[src/rtl/decode.sv]
// Instruction decode stage: 8x16 register file, field decode and a registered execution bundle.
// Optional macro DECODE_WB_BYPASS_EN forwards a same-cycle writeback to the register-file read.
module decode (
    input  logic        clk,
    input  logic        rst_n,
    input  logic        instr_valid_i,
    input  logic [15:0] instr_i,
    output logic        instr_ready_o,
    input  logic        stall_i,
    input  logic        flush_i,
    input  logic        wb_we_i,
    input  logic [2:0]  wb_addr_i,
    input  logic [15:0] wb_data_i,
    output logic        out_valid_o,
    output logic        pc_w_o,
    output logic        mem_w_o,
    output logic        is_eq_o,
    output logic        is_ldi_o,
    output logic        is_ld_st_o,
    output logic        is_jump_o,
    output logic [1:0]  alith_o,
    output logic [2:0]  rd_addr_o,
    output logic [5:0]  disp6_o,
    output logic [8:0]  imm9_o,
    output logic [15:0] rd_o,
    output logic [15:0] rs_o,
    output logic [15:0] source1_o,
    output logic [15:0] source2_o,
    output logic        halted_o
);

    typedef enum logic [0:0] {StRun, StHalted} state_e;

    typedef struct packed {
        logic        valid;
        logic        pc_w;
        logic        mem_w;
        logic        is_eq;
        logic        is_ldi;
        logic        is_ld_st;
        logic        is_jump;
        logic [1:0]  alith;
        logic [2:0]  rd_addr;
        logic [5:0]  disp6;
        logic [8:0]  imm9;
        logic [15:0] rd;
        logic [15:0] rs;
        logic [15:0] src1;
        logic [15:0] src2;
    } ex_t;

    localparam logic [3:0] OpAdd  = 4'h0, OpSub  = 4'h1, OpAnd  = 4'h2, OpOr   = 4'h3;
    localparam logic [3:0] OpAddi = 4'h4, OpSubi = 4'h5, OpIncr = 4'h6, OpDecr = 4'h7;
    localparam logic [3:0] OpLdi  = 4'h8, OpLd   = 4'h9, OpSt   = 4'hA, OpBeq  = 4'hB;
    localparam logic [3:0] OpBgt  = 4'hC, OpJump = 4'hD, OpHalt = 4'hF;

    state_e      state_q, state_d;
    ex_t         out_q, out_d, dec;
    logic [15:0] rf_q [8];
    logic [15:0] rd_val, rs_val;
    logic        xfer;

    logic [3:0]  opcode;
    logic [2:0]  rd_f, rs_f;
    logic [15:0] imm9_zx, imm9_sx, disp6_sx;

    assign opcode   = instr_i[15:12];
    assign rd_f     = instr_i[11:9];
    assign rs_f     = instr_i[8:6];
    assign imm9_zx  = {7'd0, instr_i[8:0]};
    assign imm9_sx  = {{7{instr_i[8]}}, instr_i[8:0]};
    assign disp6_sx = {{10{instr_i[5]}}, instr_i[5:0]};

    // R0 is never written, so rf_q[0] stays zero and reads of R0 return 0.
`ifdef DECODE_WB_BYPASS_EN
    assign rd_val = (wb_we_i && wb_addr_i == rd_f && rd_f != 3'd0) ? wb_data_i : rf_q[rd_f];
    assign rs_val = (wb_we_i && wb_addr_i == rs_f && rs_f != 3'd0) ? wb_data_i : rf_q[rs_f];
`else
    assign rd_val = rf_q[rd_f];
    assign rs_val = rf_q[rs_f];
`endif

    assign instr_ready_o = !stall_i && (state_q == StRun);
    assign xfer          = instr_valid_i && instr_ready_o;

    always_comb begin
        dec       = '0;
        dec.valid = 1'b1;
        dec.disp6 = instr_i[5:0];
        dec.imm9  = instr_i[8:0];
        dec.rd    = rd_val;
        dec.rs    = rs_val;
        case (opcode)
            OpAdd, OpSub, OpAnd, OpOr: begin
                dec.rd_addr = rd_f;
                dec.alith   = opcode[1:0];
                dec.src1    = rd_val;
                dec.src2    = rs_val;
            end
            OpAddi, OpSubi: begin
                dec.rd_addr = rd_f;
                dec.alith   = (opcode == OpSubi) ? 2'b01 : 2'b00;
                dec.src1    = rd_val;
                dec.src2    = imm9_zx;
            end
            OpIncr, OpDecr: begin
                dec.rd_addr = rd_f;
                dec.alith   = (opcode == OpDecr) ? 2'b01 : 2'b00;
                dec.src1    = rd_val;
                dec.src2    = 16'd1;
            end
            OpLdi: begin
                dec.is_ldi  = 1'b1;
                dec.rd_addr = rd_f;
                dec.src1    = rd_val;
                dec.src2    = imm9_zx;
            end
            OpLd, OpSt: begin
                dec.is_ld_st = 1'b1;
                dec.mem_w    = (opcode == OpSt);
                dec.rd_addr  = (opcode == OpLd) ? rd_f : 3'd0;
                dec.src1     = rd_val;
                dec.src2     = disp6_sx;
            end
            OpBeq, OpBgt: begin
                dec.pc_w  = 1'b1;
                dec.is_eq = (opcode == OpBeq);
                dec.src2  = disp6_sx;
            end
            OpJump: begin
                dec.pc_w    = 1'b1;
                dec.is_jump = 1'b1;
                dec.src2    = imm9_sx;
            end
            default: ;
        endcase
    end

    // Flush beats stall; an idle cycle without stall produces a bubble.
    always_comb begin
        out_d   = out_q;
        state_d = state_q;
        if (flush_i) begin
            out_d = '0;
        end else if (!stall_i) begin
            out_d = xfer ? dec : '0;
            if (xfer && opcode == OpHalt) begin
                state_d = StHalted;
            end
        end
    end

    always_ff @(posedge clk or negedge rst_n) begin
        if (!rst_n) begin
            state_q <= StRun;
            out_q   <= '0;
        end else begin
            state_q <= state_d;
            out_q   <= out_d;
        end
    end

    always_ff @(posedge clk or negedge rst_n) begin
        if (!rst_n) begin
            for (int i = 0; i < 8; i++) begin
                rf_q[i] <= '0;
            end
        end else if (wb_we_i && wb_addr_i != 3'd0) begin
            rf_q[wb_addr_i] <= wb_data_i;
        end
    end

    assign out_valid_o = out_q.valid;
    assign pc_w_o      = out_q.pc_w;
    assign mem_w_o     = out_q.mem_w;
    assign is_eq_o     = out_q.is_eq;
    assign is_ldi_o    = out_q.is_ldi;
    assign is_ld_st_o  = out_q.is_ld_st;
    assign is_jump_o   = out_q.is_jump;
    assign alith_o     = out_q.alith;
    assign rd_addr_o   = out_q.rd_addr;
    assign disp6_o     = out_q.disp6;
    assign imm9_o      = out_q.imm9;
    assign rd_o        = out_q.rd;
    assign rs_o        = out_q.rs;
    assign source1_o   = out_q.src1;
    assign source2_o   = out_q.src2;
    assign halted_o    = (state_q == StHalted);

endmodule

[config.mk]
export PLATFORM = sky130hd
export DESIGN_NAME = decode
export DESIGN_NICKNAME = d
export VERILOG_FILES = /design/src/rtl/decode.sv
export SDC_FILE = /design/constraint.sdc
export NUM_CORES = 1
export LEC_CHECK = 0
export ABC_CLOCK_PERIOD_IN_PS = 3070
export CAP_MARGIN = 20
export CORE_ASPECT_RATIO = 0.6
export CORE_MARGIN = 3
export CORE_UTILIZATION = 55
export CTS_BUF_LIST = sky130_fd_sc_hd__clkbuf_8
export CTS_CLUSTER_SIZE = 20
export DETAILED_ROUTE_END_ITERATION = 6
export GPL_TIMING_DRIVEN = 0
export PLACE_DENSITY = 0.82
export SLEW_MARGIN = 20
export SYNTH_ARGS = -nofsm -noshare
export SYNTH_HDL_FRONTEND = slang
export SYNTH_SLANG_ARGS = --single-unit
[constraint.sdc]
create_clock -name clk -period 3.07 [get_ports clk]
set_input_delay 0.4605 -clock clk [delete_from_list [all_inputs] [get_ports clk]]
set_output_delay 0.4605 -clock clk [all_outputs]
set_load 0.02 [all_outputs]
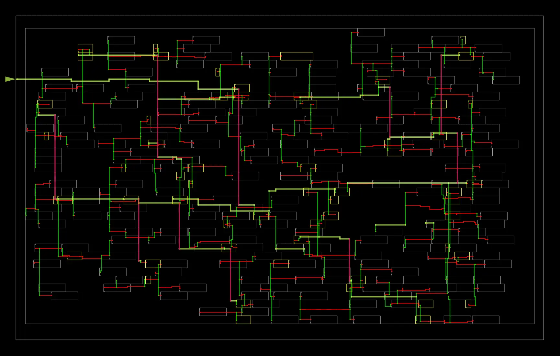
run_1/final_clocks.png
number of clock buffers inserted by TritonCTS: 31
Clk. pwr: 2340 uW
Clock Sink Count: 214
Flops: 214
clk ins delay skew pair: 0.58 ns

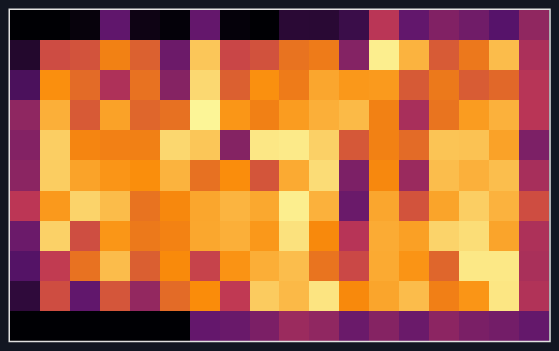
run_1/density.png
(3 px per um) 18 x 11 tiles, from black (low) to pale yellow (high), 0 to 100% covered.
tiles over 75% full = 39%
nearly empty tiles = 6.1%
mean over tiles = 60%

==> summary.txt, run 1 <==
Observations from the implementation run.

Final layout:
- The run gives the clock buffer count as 39.
- The run gives the area-dominant cell class after layout as flip-flops and latches.
- The largest register by flop count is rf_q.
- The register with the most flip-flops in the layout has 128 of them.
- The run gives the most common cell after layout, fill and taps aside as sky130_fd_sc_hd__dfrtp_1.
- The run gives the combinational fraction of the cell area as 0.347.
- The run gives the fill cell instance count of the final layout as 1200.
- The run puts the synthesis-to-finish area growth at 22.5%.
- The run gives the number of nets in the final layout as 905.
- The run puts the post-route core utilization at 0.700.
- The run puts the area used by multi-input combinational logic at 0.00424 mm2.
- The run puts the multi-input combinational cell count at 412.
- The run gives the final cell area excluding filler cells as 0.0122 mm2.
- In the layout the commonest cells are sky130_fd_sc_hd__dfrtp_1 (214), sky130_fd_sc_hd__clkdlybuf4s50_1 (122), sky130_fd_sc_hd__mux2_2 (118).
- Per the layout area report, the sequential fraction of cell area is 0.439.
- After layout, the inverter instance count without clock inverters stands at 3.
- The run puts the number of diodes at 0.

Clock network:
- In this run the clock root is driven by a sky130_fd_sc_hd__clkbuf_8.
- The run gives the number of H-tree levels as 1.
- The run gives the TritonCTS clock tree as done.

Pwr:
- The run puts the power drawn by the combinational cells at 1220 uW.
- Of the total power, the clock network draws 0.337.
- The script extracted a net switching power of 1910 uW.
- The run gives the leakage power of the design as 0.00527 uW.
- The run puts the maximum vdd ir drop at 0.429 mV.
- The run puts the part of the total power dissipated in combinational logic at 0.176.
- The run gives the power attributed to sequential cells as 3390 uW.
- The run gives the dominant power group as sequential cells.

Timing:
- In the final run the clock tree shows a worst skew of 0.0228 ns.
- Of the available clock period, the critical path in the final layout requires 0.862.
- The run gives the number of setup violations in the final report as 0.
- The run puts the worst hold slack across all endpoints at 0.434 ns.
- The run gives the slew at the pin with the worst max-slew slack as 0.809 ns.
- Setup repair after global routing left no endpoint under its margin.
- Measured against its own limit, the worst slew margin works out to 0.461.

Logic synthesis:
- The run gives the dominant register cell in the synthesized netlist as sky130_fd_sc_hd__dfrtp_1.
- The run puts the xor and xnor fraction of the mapped netlist area at 0.000879.
- In the synthesized netlist, the cells that appear most often are sky130_fd_sc_hd__dfrtp_1 (214), sky130_fd_sc_hd__mux2_2 (118), sky130_fd_sc_hd__mux4_2 (64).
- In this run, the synthesized area fraction spent on and/or/nand/nor cells is recorded as 0.0457.
- The run puts the area fraction in full adders, half adders and majority gates at 0.
- The run puts the sequential share of the synthesized area at 0.537.
- The run gives the multiplexer fraction of the synthesized cell area as 0.307.
- The run gives the gate count of the mapped netlist as 705.
- Warnings reported by Yosys during synthesis add up to 0.
- The run gives the fraction of synthesis flops using an asynchronous set or reset pin as 1.00.
- The run puts the number of synthesized register bits at 214.
- The run gives the top cell type by instance count after synthesis as sky130_fd_sc_hd__dfrtp_1.
- Per the synthesis report, the dominant area consumer among library cells is sky130_fd_sc_hd__dfrtp_1.
- The run gives the net count entering floorplan as 746.
- The run puts the yosys cell count at 705.
- For reference, the top cells by area after synthesis are sky130_fd_sc_hd__dfrtp_1 (54%), sky130_fd_sc_hd__mux4_2 (14%), sky130_fd_sc_hd__mux2_2 (13%).

Drt:
- The run puts the number of nets still failing antenna checks after routing at 0.
- Routed signal wires occupy layers up through met4.
- The run gives the total routed wire length on the met1 layer as 12300 um.
- The run puts the per-cell via count in the routed design at 6.27.
- The routed design uses 12300 um of met2 wire.
- The run puts the first-pass iteration count of the detailed router at 4.
- The DRC violation total left in the routed layout is recorded as 0.

Worst setup path:
- At the worst endpoint, the required time is 3.53 ns.
- In this design, the stage delay of the slowest critical-path cell is 0.64 ns.
- The run gives the nature of the critical path startpoint as an input port.
- The capture point of the worst register-to-register path is recorded as source1_o[14].
- The run puts the arrival time at the worst endpoint at 3.11 ns.
- The critical path contains buffers and inverters numbering 3 combined.
- The run gives the startpoint of the worst setup timing path as instr_i[8].
- The worst register-to-register path depth is 4.
- The run puts the critical path depth at 6.
- The report lists the cells along the critical path as clkdlybuf4s50_1 -> clkbuf_1 -> buf_2 -> mux2i_1 -> nor2_1 -> a211o_1.
- The run gives the highest net fanout along the worst path as 10.
- The run gives the startpoint-to-endpoint class of the critical path as input port to flip-flop.
- On the critical path, the stage with the largest delay is an instance of sky130_fd_sc_hd__clkbuf_1.
- The launch point of the worst register-to-register path is recorded as halted_o.

GRT:
- The run puts the initial antenna violation count at 0.
- Overall routing resource usage recorded by global route was 0.287.
- The run puts the leftover overflow at the end of global routing at 0.
- The run gives the met1 usage as 0.419.
- The run gives the pin count of the biggest net entering global routing as 85.
- The run puts the number of global-route vias before repair at 7259.

Floorplan:
- The core region is 0.0175 mm2.
- In this run the core area contains 37 standard-cell rows.
- The share of the core area taken by cells at floorplan is 0.571.

Placement:
- The placement summary gives the final routability congestion estimate as 0.903.
- The run puts the placed cell count at 1064.
- The run puts the placed wire-length estimate after detailed placement at 20200 um.

Run status:
- The flow ran to the end, and the final reports show no timing, DRC or antenna violations.

Run:
- Across all stage logs, warnings added up to 26.
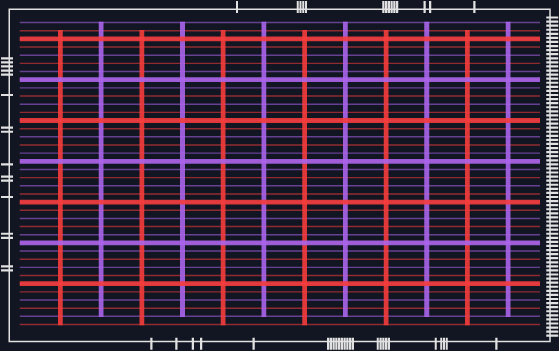
run_1/pdn.png
(3 px per um) Pins as bars on the die edge.
red -> VSS
purple -> VDD
met1 rails = 38
rows = 37
signal pins = 134
met4 straps = 12

--- run 2 (diff from run 1) ---
--- a/config.mk
+++ b/config.mk
@@ -6,7 +6,6 @@
 export NUM_CORES = 1
 export LEC_CHECK = 0
 export ABC_CLOCK_PERIOD_IN_PS = 3070
-export CAP_MARGIN = 20
 export CORE_ASPECT_RATIO = 0.6
 export CORE_MARGIN = 3
 export CORE_UTILIZATION = 55
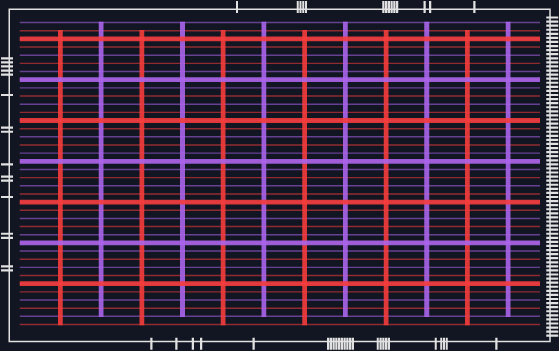
run_2/pdn.png
(3 px per um) Pins as bars on the die edge.
purple -> VDD
red -> VSS
met1 rails = 38
met5 straps = 7
rows = 37
signal pins = 134
met4 straps = 12

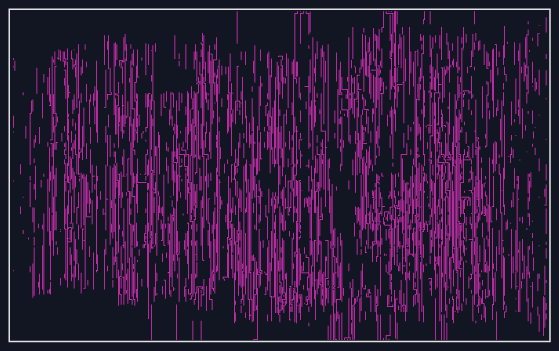
run_2/met2.png
(3 px per um)
main direction = vertical
longest straight run = 46.1 um

==> run 2 against run 1 <==
Against the previous run:
- via count unchanged
- core utilization unchanged
- first-iteration DRC count unchanged
- largest cell class unchanged
- clock skew unchanged
- die area unchanged
- flip-flop count unchanged
- global-route usage unchanged
- sequential share of layout area unchanged
==> summary.txt, run 2 <==
Observations from the implementation run.

Pwr:
- The run puts the clock network fraction of total power at 0.337 (about the same).
- The run gives the maximum vdd ir drop as 0.429 mV (unchanged).
- The clock network power was 2340 uW (about the same).
- The run puts the power drawn by the combinational cells at 1220 uW (about the same).
- The power attributed to sequential cells came to 3390 uW (about the same).
- The reported net switching power came to 1910 uW (unchanged).
- The run gives the dominant power group as sequential cells.

Logic synthesis:
- The run gives the Yosys warning count as 0 (unchanged).
- The gate count of the mapped netlist is 705 (unchanged).
- The yosys cell count was 705 (unchanged).
- The run gives the top cell type by total area after synthesis as sky130_fd_sc_hd__dfrtp_1.
- Sorting the synthesized cells by area gives the leading types as sky130_fd_sc_hd__dfrtp_1 (54%), sky130_fd_sc_hd__mux4_2 (14%), sky130_fd_sc_hd__mux2_2 (13%).
- The commonest cells after synthesis are sky130_fd_sc_hd__dfrtp_1 (214), sky130_fd_sc_hd__mux2_2 (118), sky130_fd_sc_hd__mux4_2 (64).
- The run gives the fraction of synthesis flops using an asynchronous set or reset pin as 1.00 (unchanged).
- The net count entering floorplan came to 746 (unchanged).
- The run puts the multiplexer fraction of the synthesized cell area at 0.307 (unchanged).
- The run gives the number of synthesized register bits as 214 (unchanged).
- The sequential share of the synthesized area was 0.537 (unchanged).
- The run gives the top cell type by instance count after synthesis as sky130_fd_sc_hd__dfrtp_1.
- The run gives the dominant register cell in the synthesized netlist as sky130_fd_sc_hd__dfrtp_1.

Final layout:
- The top cell types in the final layout, fill and taps aside, are sky130_fd_sc_hd__dfrtp_1 (214), sky130_fd_sc_hd__clkdlybuf4s50_1 (122), sky130_fd_sc_hd__mux2_2 (118).
- The run gives the clock buffer count as 39 (unchanged).
- The post-route core utilization is 0.700 (unchanged).
- The run puts the fill cell instance count of the final layout at 1200 (unchanged).
- The flip-flop count of the largest register after layout came to 128 (unchanged).
- The run gives the register with the most flip-flops as rf_q.
- The final cell area excluding filler cells came to 0.0122 mm2 (unchanged).
- The number of diodes is 0 (unchanged).
- The synthesis-to-finish area growth was 22.5% (unchanged).
- The most common logic cell in the final layout is sky130_fd_sc_hd__dfrtp_1.
- The run puts the sequential fraction of total cell area at 0.439 (unchanged).
- The number of nets in the final layout came to 905 (unchanged).
- The run puts the combinational fraction of the cell area at 0.347 (unchanged).
- The run gives the multi-input combinational cell count as 412 (unchanged).
- The run puts the area used by multi-input combinational logic at 0.00424 mm2 (unchanged).
- The largest cell class by area is flip-flops and latches.

Worst setup path:
- The run gives the maximum single-stage delay on the critical path as 0.64 ns (about the same).
- The run puts the critical path depth at 6 (unchanged).
- The run puts the arrival time at the worst endpoint at 3.11 ns (about the same).
- The worst setup path is launched from an input port.
- The run puts the highest net fanout along the worst path at 10 (unchanged).
- The run gives the critical register-to-register path endpoint as source1_o[14].
- STA lists the startpoint of the worst register-to-register path as halted_o.
- The run gives the number of buffer and inverter instances along the worst setup path as 3 (unchanged).
- The length in cells of the worst reg-to-reg path is 4 (unchanged).
- The cell sequence reported for the critical path is clkdlybuf4s50_1 -> clkbuf_1 -> buf_2 -> mux2i_1 -> nor2_1 -> a211o_1.

Drt:
- The run puts the total routed wire length on the met1 layer at 12300 um (unchanged).
- The run gives the top layer used by detailed routing as met4.
- The number of nets still failing antenna checks after routing is 0 (unchanged).
- The run gives the first-pass iteration count of the detailed router as 4 (unchanged).
- The run gives the per-cell via count in the routed design as 6.27 (unchanged).

GRT:
- The number of global-route vias before repair is 7259 (unchanged).
- The run gives the initial antenna violation count as 0 (unchanged).
- The run puts the total routing resource utilization after global routing at 0.287 (unchanged).
- The leftover overflow at the end of global routing came to 0 (unchanged).
- The run gives the met1 usage as 0.419 (unchanged).

Floorplan:
- The run gives the row count as 37 (unchanged).
- The initial standard-cell utilization of the core is 0.571 (unchanged).

Timing:
- The run gives the slew at the pin with the worst max-slew slack as 0.809 ns (unchanged).
- The worst hold slack across all endpoints is 0.434 ns (unchanged).
- The run puts the final critical-path share of the clock period at 0.862 (unchanged).
- Setup repair after global routing left no endpoint under its margin.
- The worst slew margin relative to its limit is 0.461 (unchanged).

Run status:
- The run finished with clean final reports.

Clock network:
- The clock latency on the worst-skew pair is 0.58 ns (about the same).
- CTS placed an instance of sky130_fd_sc_hd__clkbuf_8 at the clock tree root.
- The run puts the total CTS buffers at 31 (unchanged).

Placement:
- The placed wire-length estimate after detailed placement is 20200 um (unchanged).
- The placed cell count was 1064 (unchanged).

Run:
- The run gives the count of tool warnings as 26 (unchanged).
Power is estimated from default activity; no workload was simulated.
